Figure 1. Cells coloured by class (run 1).
Fill, decap, tap and diode cells in grey.
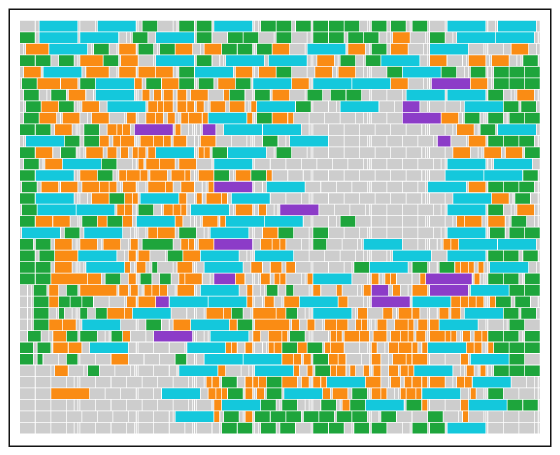
Figure 2. Cell placement (run 1).
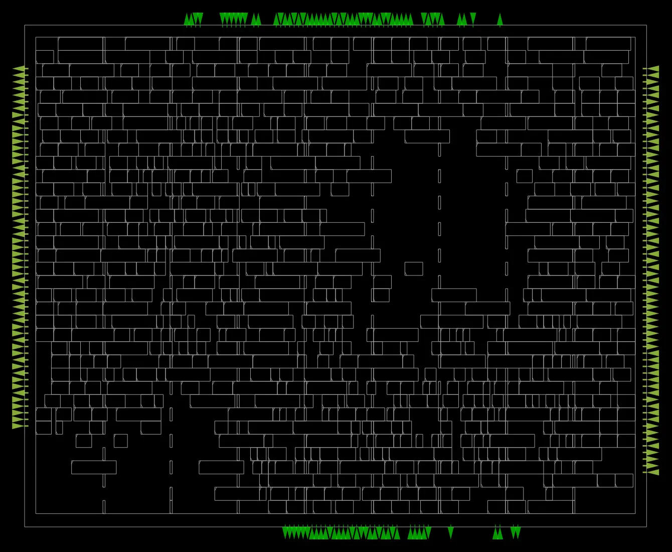
Figure 3. Signal wires by layer (run 1).
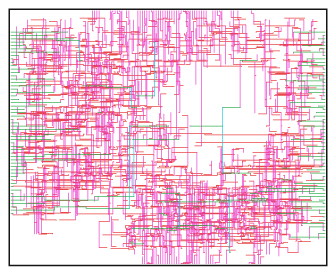
Figure 4. Pin placement (run 1).
Pins as bars across the die edge, other pins in grey.
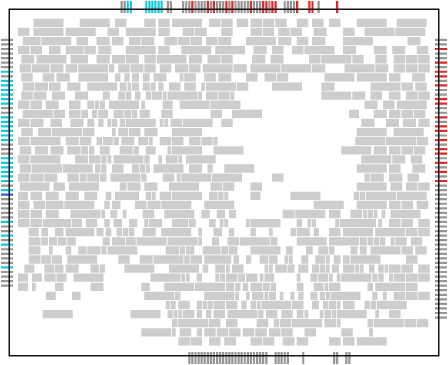
==> config.mk <==
export PLATFORM = sky130hd
export DESIGN_NAME = data_mem_access_ctrl
export DESIGN_NICKNAME = d
export VERILOG_FILES = /design/src/rtl/data_mem_access_ctrl.sv
export SDC_FILE = /design/constraint.sdc
export NUM_CORES = 1
export LEC_CHECK = 0
export CAP_MARGIN = 0
export CORE_ASPECT_RATIO = 0.8
export CORE_MARGIN = 2
export CORE_UTILIZATION = 45
export DETAILED_ROUTE_END_ITERATION = 8
export PLACE_DENSITY = 0.87
export RECOVER_POWER = 100
export SLEW_MARGIN = 20
export SYNTH_ARGS = -nofsm -noshare
export SYNTH_HDL_FRONTEND = slang
export SYNTH_SLANG_ARGS = --single-unit
==> constraint.sdc <==
create_clock -name CLK -period 2.9 [get_ports CLK]
set_input_delay 0.725 -clock CLK [delete_from_list [all_inputs] [get_ports CLK]]
set_output_delay 0.725 -clock CLK [all_outputs]
set_load 0.005 [all_outputs]
==> src/rtl/data_mem_access_ctrl.sv <==
// Memory-stage load/store controller: drives a multi-cycle word memory, stalls the
// pipeline with BUSYWAIT, and returns lane-selected, sign/zero-extended load data.
module data_mem_access_ctrl (
  input  logic        CLK,
  input  logic        RESET,
  input  logic [3:0]  READ_WRITE,
  input  logic [31:0] ADDRESS,
  input  logic [31:0] WRITE_DATA,
  output logic [31:0] READ_DATA,
  output logic        BUSYWAIT,
  output logic        MISALIGNED,
  output logic        MEM_READ,
  output logic        MEM_WRITE,
  output logic [29:0] MEM_ADDRESS,
  output logic [31:0] MEM_WRITEDATA,
  output logic [3:0]  MEM_BYTE_EN,
  input  logic [31:0] MEM_READDATA,
  input  logic        MEM_BUSYWAIT
);

  localparam logic [3:0] RW_LB  = 4'b1000;
  localparam logic [3:0] RW_LH  = 4'b1001;
  localparam logic [3:0] RW_LW  = 4'b1010;
  localparam logic [3:0] RW_LBU = 4'b1100;
  localparam logic [3:0] RW_LHU = 4'b1101;
  localparam logic [3:0] RW_SB  = 4'b0001;
  localparam logic [3:0] RW_SH  = 4'b0010;
  localparam logic [3:0] RW_SW  = 4'b0011;

  typedef enum logic [1:0] {S_IDLE, S_ACCESS, S_DONE} state_t;

  state_t      r_state;
  logic [3:0]  r_rw;
  logic [1:0]  r_off;

  logic        w_is_load;
  logic        w_is_store;
  logic        w_misal;
  logic        w_valid;
  logic [31:0] w_st_data;
  logic [3:0]  w_st_be;

  function automatic logic [31:0] fmt_load(input logic [3:0] rw, input logic [1:0] off,
                                           input logic [31:0] word);
    logic [31:0] sh;
    logic [31:0] res;
    sh = word >> {off, 3'b000};
    case (rw)
      RW_LB:   res = {{24{sh[7]}}, sh[7:0]};
      RW_LBU:  res = {24'd0, sh[7:0]};
      RW_LH:   res = {{16{sh[15]}}, sh[15:0]};
      RW_LHU:  res = {16'd0, sh[15:0]};
      default: res = word;
    endcase
    return res;
  endfunction

  always_comb begin
    w_is_load  = 1'b0;
    w_is_store = 1'b0;
    w_misal    = 1'b0;
    w_st_data  = WRITE_DATA;
    w_st_be    = 4'b0000;
    case (READ_WRITE)
      RW_LB, RW_LBU: w_is_load = 1'b1;
      RW_LH, RW_LHU: begin
        w_is_load = 1'b1;
        w_misal   = ADDRESS[0];
      end
      RW_LW: begin
        w_is_load = 1'b1;
        w_misal   = (ADDRESS[1:0] != 2'b00);
      end
      RW_SB: begin
        w_is_store = 1'b1;
        w_st_data  = {4{WRITE_DATA[7:0]}};
        w_st_be    = 4'b0001 << ADDRESS[1:0];
      end
      RW_SH: begin
        w_is_store = 1'b1;
        w_misal    = ADDRESS[0];
        w_st_data  = {2{WRITE_DATA[15:0]}};
        w_st_be    = 4'b0011 << ADDRESS[1:0];
      end
      RW_SW: begin
        w_is_store = 1'b1;
        w_misal    = (ADDRESS[1:0] != 2'b00);
        w_st_be    = 4'b1111;
      end
      default: ;
    endcase
    w_valid = (w_is_load || w_is_store) && !w_misal;
  end

  // Stall covers the request cycle in IDLE and every ACCESS cycle; DONE releases it.
  assign BUSYWAIT   = RESET && (((r_state == S_IDLE) && w_valid) || (r_state == S_ACCESS));
  assign MISALIGNED = RESET && (r_state == S_IDLE) && w_misal;

  always_ff @(posedge CLK or negedge RESET) begin
    if (!RESET) begin
      r_state       <= S_IDLE;
      r_rw          <= 4'b0000;
      r_off         <= 2'b00;
      READ_DATA     <= 32'd0;
      MEM_READ      <= 1'b0;
      MEM_WRITE     <= 1'b0;
      MEM_ADDRESS   <= 30'd0;
      MEM_WRITEDATA <= 32'd0;
      MEM_BYTE_EN   <= 4'b0000;
    end else begin
      case (r_state)
        S_IDLE: begin
          if (w_valid) begin
            MEM_ADDRESS   <= ADDRESS[31:2];
            MEM_WRITEDATA <= w_st_data;
            MEM_BYTE_EN   <= w_st_be;
            r_rw          <= READ_WRITE;
            r_off         <= ADDRESS[1:0];
            MEM_READ      <= w_is_load;
            MEM_WRITE     <= w_is_store;
            r_state       <= S_ACCESS;
          end
        end
        S_ACCESS: begin
          if (!MEM_BUSYWAIT) begin
            MEM_READ  <= 1'b0;
            MEM_WRITE <= 1'b0;
            if (MEM_READ) READ_DATA <= fmt_load(r_rw, r_off, MEM_READDATA);
            r_state   <= S_DONE;
          end
        end
        default: r_state <= S_IDLE;
      endcase
    end
  end

endmodule

==> results.cfg, run 1 <==
; implementation run metrics
[run_status]
status = finished clean

[critical_path]
critPathCaptureType = output port
startpoint_type = primary input
crit_start = READ_WRITE[2]
critPathKind = primary input to output port
cp_max_fo = 3
endpoint = BUSYWAIT
rrSetupSlack_ps = 620
reg2reg_to = READ_DATA[20]
crit_arrival_ps = 2070
r2r_cells = 4
regToRegStartpoint = r_off[1]

[logic_synthesis]
syn_inst = 489
ys_sh_aoi_pct = 9.554
ys_area_um2 = 5527
ys_sh_simple_pct = 13.95
flop_cell = dfrtp_1
synthArstFlopShare_pct = 100.0
synth-edff-count = 0
synth-xor-area-share_pct = 0.1585
logic_family = multiplexers
yosysWarnings = 0
fp_nets = 592
adder_share_pct = 0.1811
ys_seq_share_pct = 48.90
ys_cells = 489
syn_area_per_cell_um2 = 11.30
synth_area_um2 = 5527
ys.flops = 108

[finish]
diodes = 0
logic_area_um2 = 2456
drive_above_1_share_pct = 14.55
regArea_um2 = 2703
final-nonclk-buf-share_pct = 27.70
nMultiInputCombCells = 332
lay_top_count = dfrtp_1
nClkBuffers = 10
inv_count = 13
lay_top_cells = 108 x dfrtp_1, 101 x dlygate4sd3_1, 94 x clkdlybuf4s50_1, 48 x mux2_2, 35 x nand2_1
top_regs = MEM_WRITEDATA (32), READ_DATA (32), MEM_ADDRESS (30)
largest_cell_class = flip-flops and latches
n_all_buffers = 225
nets = 792
comb_area_share_pct = 31.07
area_growth_pct = 43.04

[final_timing]
fin_hold_ws_ps = 298.2
setup_viol = 0
slew_violations = 0
min_period_ps = 2798
clock.fmax_mhz = 357.4
worst_pin_slew_ps = 1235
finClkSkew_ps = 10.20
hold_viol_final = 0
setup_ws_ps = 102.1
max_slew_margin_pct = 17.68

[detailed_routing]
drt-pass1-iter-count = 5
via_per_inst = 5.492
ant_nets = 0
drt-initial-drc-count = 180
drc_errors = 0

[pwr]
switching_share_pct = 31.63
internal-power_mw = 4.665
p_comb_share_pct = 42.2
p_switching_mw = 2.158
fin_total_pwr_mw = 6.823
seq_cell_power_mw = 2.65
power_density_nw_per_um2 = 863.1
pwr-share-clk_pct = 19.0
p_comb_mw = 2.88
power_leader = combinational cells
vdd_drop_max_uv = 445.1
p_clk_mw = 1.29

[cts]
clk_path_buf_depth = 2
cts.clk_slew.worst_paths_ps = 70
cts-resized-gates = 14
cts_tree = built
cts_setup_buffers = 1
postCtsHoldBufs = 0
htree_num_levels = 3
root_buffer = clkbuf_16
clock_sinks = 108
numCtsBuffers = 9

[placement]
dp_hpwl_um = 10930
placedCellCount = 829
gp_congestion = 0.8572

[grt]
grt_antenna_before_repair = 0
grt_pass1_vias = 4620
grt-ovfl-total = 0
grt_pass1_wl_um = 23470
grt_max_degree = 81

[job]
warnings = 26
drv_cap = 0

[floorplanning]
boundaryPins = 205
chip_area_um2 = 13190
fp_util_pct = 45.78

[hold_path]
min_path_type = primary input to async pin
Back to the opening pictures, Figure 1:
| colour | class | cells | share of their area |
|---|---|---|---|
| purple | clock drivers and dummy loads | 16 | 4.1% |
| green | remaining buffers and delay cells | 225 | 28% |
| cyan | sequential cells | 108 | 35% |
| orange | combinational and other logic | 345 | 32% |
CORE AREA: 12070 um^2
row count: 36
fin util: 65.49%
sequential cell area share: 34.19%

Back to the opening pictures, Figure 2:
Post-Layout Cell Count: 846
Filler Cells Inserted: 931
flip-flops: 108
TAP cells: 152

Back to the opening pictures, Figure 3:
| colour | layer | wire length |
|---|---|---|
| magenta | metal 2 | 7180 um |
| cyan | metal 4 | 158 um |
| red | metal 1 | 6070 um |
| green | metal 3 | 1240 um |
routed wire length: 14650 um
Vias: 4646
Overall Global Routing Usage: 22.70%
wire length per cell: 17.32 um

Back to the opening pictures, Figure 4:
| colour | port | pins | direction | edge |
|---|---|---|---|---|
| cyan | `WRITE_DATA` | 32 | input | 24 left, 8 top |
| blue | `MISALIGNED` | 1 | output | left |
| red | `MEM_ADDRESS` | 30 | output | 16 right, 14 top |
all pins by edge: 62 right, 55 left, 52 top, 36 bottom
input/output buffers: 204
die width: 127.9 um

## run 1: routing by layer
metal / vias up / share of wire (%) / track usage, %
met1: 2286 / 41 / 28.70
met5: - / 0 / 0
met2: 187 / 49 / 37.47
met4: 0 / 1.1 / 6.593
li1: 2154 / - / -
met3: 19 / 8.4 / 7.784
## run 1: stage by stage
step / area (um^2) / TNS [ps]
3_3_place_gp: 7687 / -5846
3_5_place_dp: 7687 / -10000
2_1_floorplan: 5527 / 0
6_report: 7905 / 0
4_1_cts: 8033 / 0
5_1_grt: 7905 / 0
## run 1: synth_stat cells, types with 2 or more instances
cell type  count  share of area, %
a31oi_1        6              0.68
o21ai_1        5              0.45
nor2b_1       11               1.2
mux2_2        49                10
o221ai_1       8               1.3
buf_4          6              0.81
buf_12         3               1.1
clkbuf_1      14              0.95
nor2_1        29               2.0
a2bb2oi_1      6              0.95
and2_1         7              0.79
nand2_1       34               2.3
nor3_1         8              0.72
o22ai_1        8              0.91
nand2b_1       5              0.57
dfrtp_1      108                49
mux2_4        27               7.3
inv_1         13              0.88
nand3_1       34               3.1
a22oi_1        3              0.41
buf_6          2              0.41
mux2_1         3              0.61
o21ai_0       24               2.2
nor4_1         8              0.91
buf_2          9              0.81
a21oi_1       14               1.3
mux2i_1       20               3.6
o21ai_2        2              0.32
## run 1: cell families (layout without fill, tap and decap cells)
logic type,Yosys count,count (layout)
XOR/XNOR,1,1
multiplexers,100,100
adder cells (fa/ha/maj),1,1
buffers and inverters,49,254
flip-flops,108,108
AND-OR/OR-AND,82,82
AND/OR/NAND/NOR,148,148
## run 1: worst max-delay path: stages
cell and delay (ps):
dlygate4sd2_1 280, buf_4 170, nor4b_4 260, buf_4 140, nand4b_4 130, a21boi_1 80, dlygate4sd2_1 280
==> run 2: changes to the inputs <==
--- a/config.mk
+++ b/config.mk
@@ -5,10 +5,13 @@
 export SDC_FILE = /design/constraint.sdc
 export NUM_CORES = 1
 export LEC_CHECK = 0
+export ABC_CLOCK_PERIOD_IN_PS = 2900
 export CAP_MARGIN = 0
+export CELL_PAD_IN_SITES_DETAIL_PLACEMENT = 0
+export CELL_PAD_IN_SITES_GLOBAL_PLACEMENT = 1
 export CORE_ASPECT_RATIO = 0.8
 export CORE_MARGIN = 2
-export CORE_UTILIZATION = 45
+export CORE_UTILIZATION = 34
 export DETAILED_ROUTE_END_ITERATION = 8
 export PLACE_DENSITY = 0.87
 export RECOVER_POWER = 100
==> run 2 against run 1 <==
Net effect: global-route usage down 3.6 points; final area up 0.92%; wire length up 11%; flip-flop count unchanged; sequential share of layout area down 0.31 points; combinational power about the same; largest cell class unchanged; highest routed layer unchanged.
==> results.cfg, run 2 <==
; implementation run metrics
[run_status]
status = finished clean

[detailed_routing]
top_layer_used = met4
dr_wl_met3_um = 904
met1_length_um = 7686
drt-pass1-iter-count = 4
drt-initial-drc-count = 268
dr_wl_met2_um = 7385
via_per_inst = 4.975
ant_nets = 0
drc_errors = 0

[critical_path]
startpoint_type = primary input
endpoint = BUSYWAIT
r2r_cells = 4
regToRegStartpoint = r_off[1]
rrSetupSlack_ps = 540

[finish]
diodes = 0
lay_top_count = dfrtp_1
nets = 793
drive_above_1_share_pct = 14.96
top_regs = MEM_WRITEDATA (32), READ_DATA (32), MEM_ADDRESS (30)

[logic_synthesis]
ys.flops = 108
ys_area_um2 = 5527
fp_nets = 592
topCellsByArea = dfrtp_1 49%, mux2_2 10%, mux2_4 7.3%, mux2i_1 3.6%, nand3_1 3.1%
ys_seq_share_pct = 48.90
flop_cell = dfrtp_1
top_cell_area_share_pct = 48.90
common_cells = 108 x dfrtp_1, 49 x mux2_2, 34 x nand2_1, 34 x nand3_1, 29 x nor2_1
yosysWarnings = 0
yosysMostFrequentCell = dfrtp_1
syn_area_per_cell_um2 = 11.30

[final_timing]
fin_hold_ws_ps = 480.1
max_slew_margin_pct = 30.19
finClkSkew_ps = 4.485
fin_tns_setup_ps = 0
hold_viol_final = 0
setup_viol = 0
clock.fmax_mhz = 364.3
slew_violations = 0

[placement]
gp_congestion = 0.8741
portBuffers = 204
dp_hpwl_um = 12270

[hold_path]
min_path_type = flip-flop to flip-flop

[cts]
htree_num_levels = 3
clk_path_buf_depth = 2
postCtsHoldBufs = 0
clock_sinks = 108
numCtsBuffers = 9
root_buffer = clkbuf_16
cts.clk_slew.worst_paths_ps = 70

[job]
warnings = 26

[grt]
grt-ovfl-total = 0
grt_max_degree = 75
grt_use_met3_pct = 4.302
grtUsageMet1_pct = 27.39
use_met2_pct = 28.80

[pwr]
vdd_drop_max_uv = 451.6

[floorplanning]
fp_util_pct = 34.86
chip_area_um2 = 17300
core_area_um2 = 15850
num_rows = 41
[run 2: netlist changes by cell type in the layout (fill, tap and decap cells not counted), moves of 2 or more]
cell | before | now
buf_2 | 0 | 3
inv_8 | 2 | 0
bufinv_16 | 1 | 3
dlygate4sd2_1 | 7 | 2
clkinv_4 | 2 | 0
buf_4 | 14 | 17
mux2_1 | 26 | 28
mux2_4 | 5 | 2
[run 2: report_power, final]
part	switching [mW]	leakage [nW]	internal (mW)
combinational	1.18	2.01	1.71
sequential	0.423	1.30	2.23
clock	0.564	0.163	0.846
total	2.16	3.47	4.78
[run 2: cell type report]
| type | instances | area, um^2 |
|---|---|---|
| fillers | 1435 | 7874 |
| inverters | 13 | 48.80 |
| multi-input cells | 332 | 2426 |
| flip-flops and latches | 108 | 2703 |
| clock inverters | 6 | 111.4 |
| well taps | 215 | 269.0 |
| clock buffers | 10 | 229.0 |
| repair buffers | 226 | 2191 |
[run 2: cell families after synthesis]
family                     count (synthesis)  share of synthesized area (%)
adders and majority gates                  1                         0.1811
AOI/OAI and AO/OA                         82                          9.554
xor gates and xnor gates                   1                         0.1585
muxes                                    100                          21.96
DFF                                      108                          48.90
buffers and inverters                     49                          5.298
and+or+nand+nor                          148                          13.95
[run 2: metrics by stage]
stage	total power, mW	cell area (um^2)	cells	setup WS, ps
5_1_grt	7.404	7978	910	42.26
3_5_place_dp	6.058	7769	894	-482.1
2_1_floorplan	4.122	5527	489	332.1
6_report	6.947	7978	910	155.0
4_1_cts	7.507	8122	910	140.3
3_3_place_gp	5.982	7769	894	-410.1
[run 2: worst max-delay path: stages]
cell             delay (ps)
clkdlybuf4s15_2         230
and2_4                  170
nor4b_4                 240
nand4b_1                170
a21boi_1                 80
buf_4                   160
dlygate4sd2_1           260
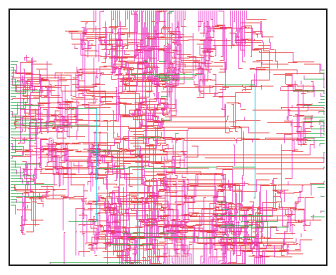
Figure 5: run 2, signal wires by layer.
| colour | layer | wire length |
|---|---|---|
| red | metal 1 | 7690 um |
| magenta | metal 2 | 7390 um |
| green | metal 3 | 905 um |
| cyan | metal 4 | 308 um |
Vias: 4527
routed wire length: 16280 um
wire length per cell: 17.89 um
Overall Global Routing Usage: 19.11%

No activity file was given, so power comes from the tool's default toggle rates.
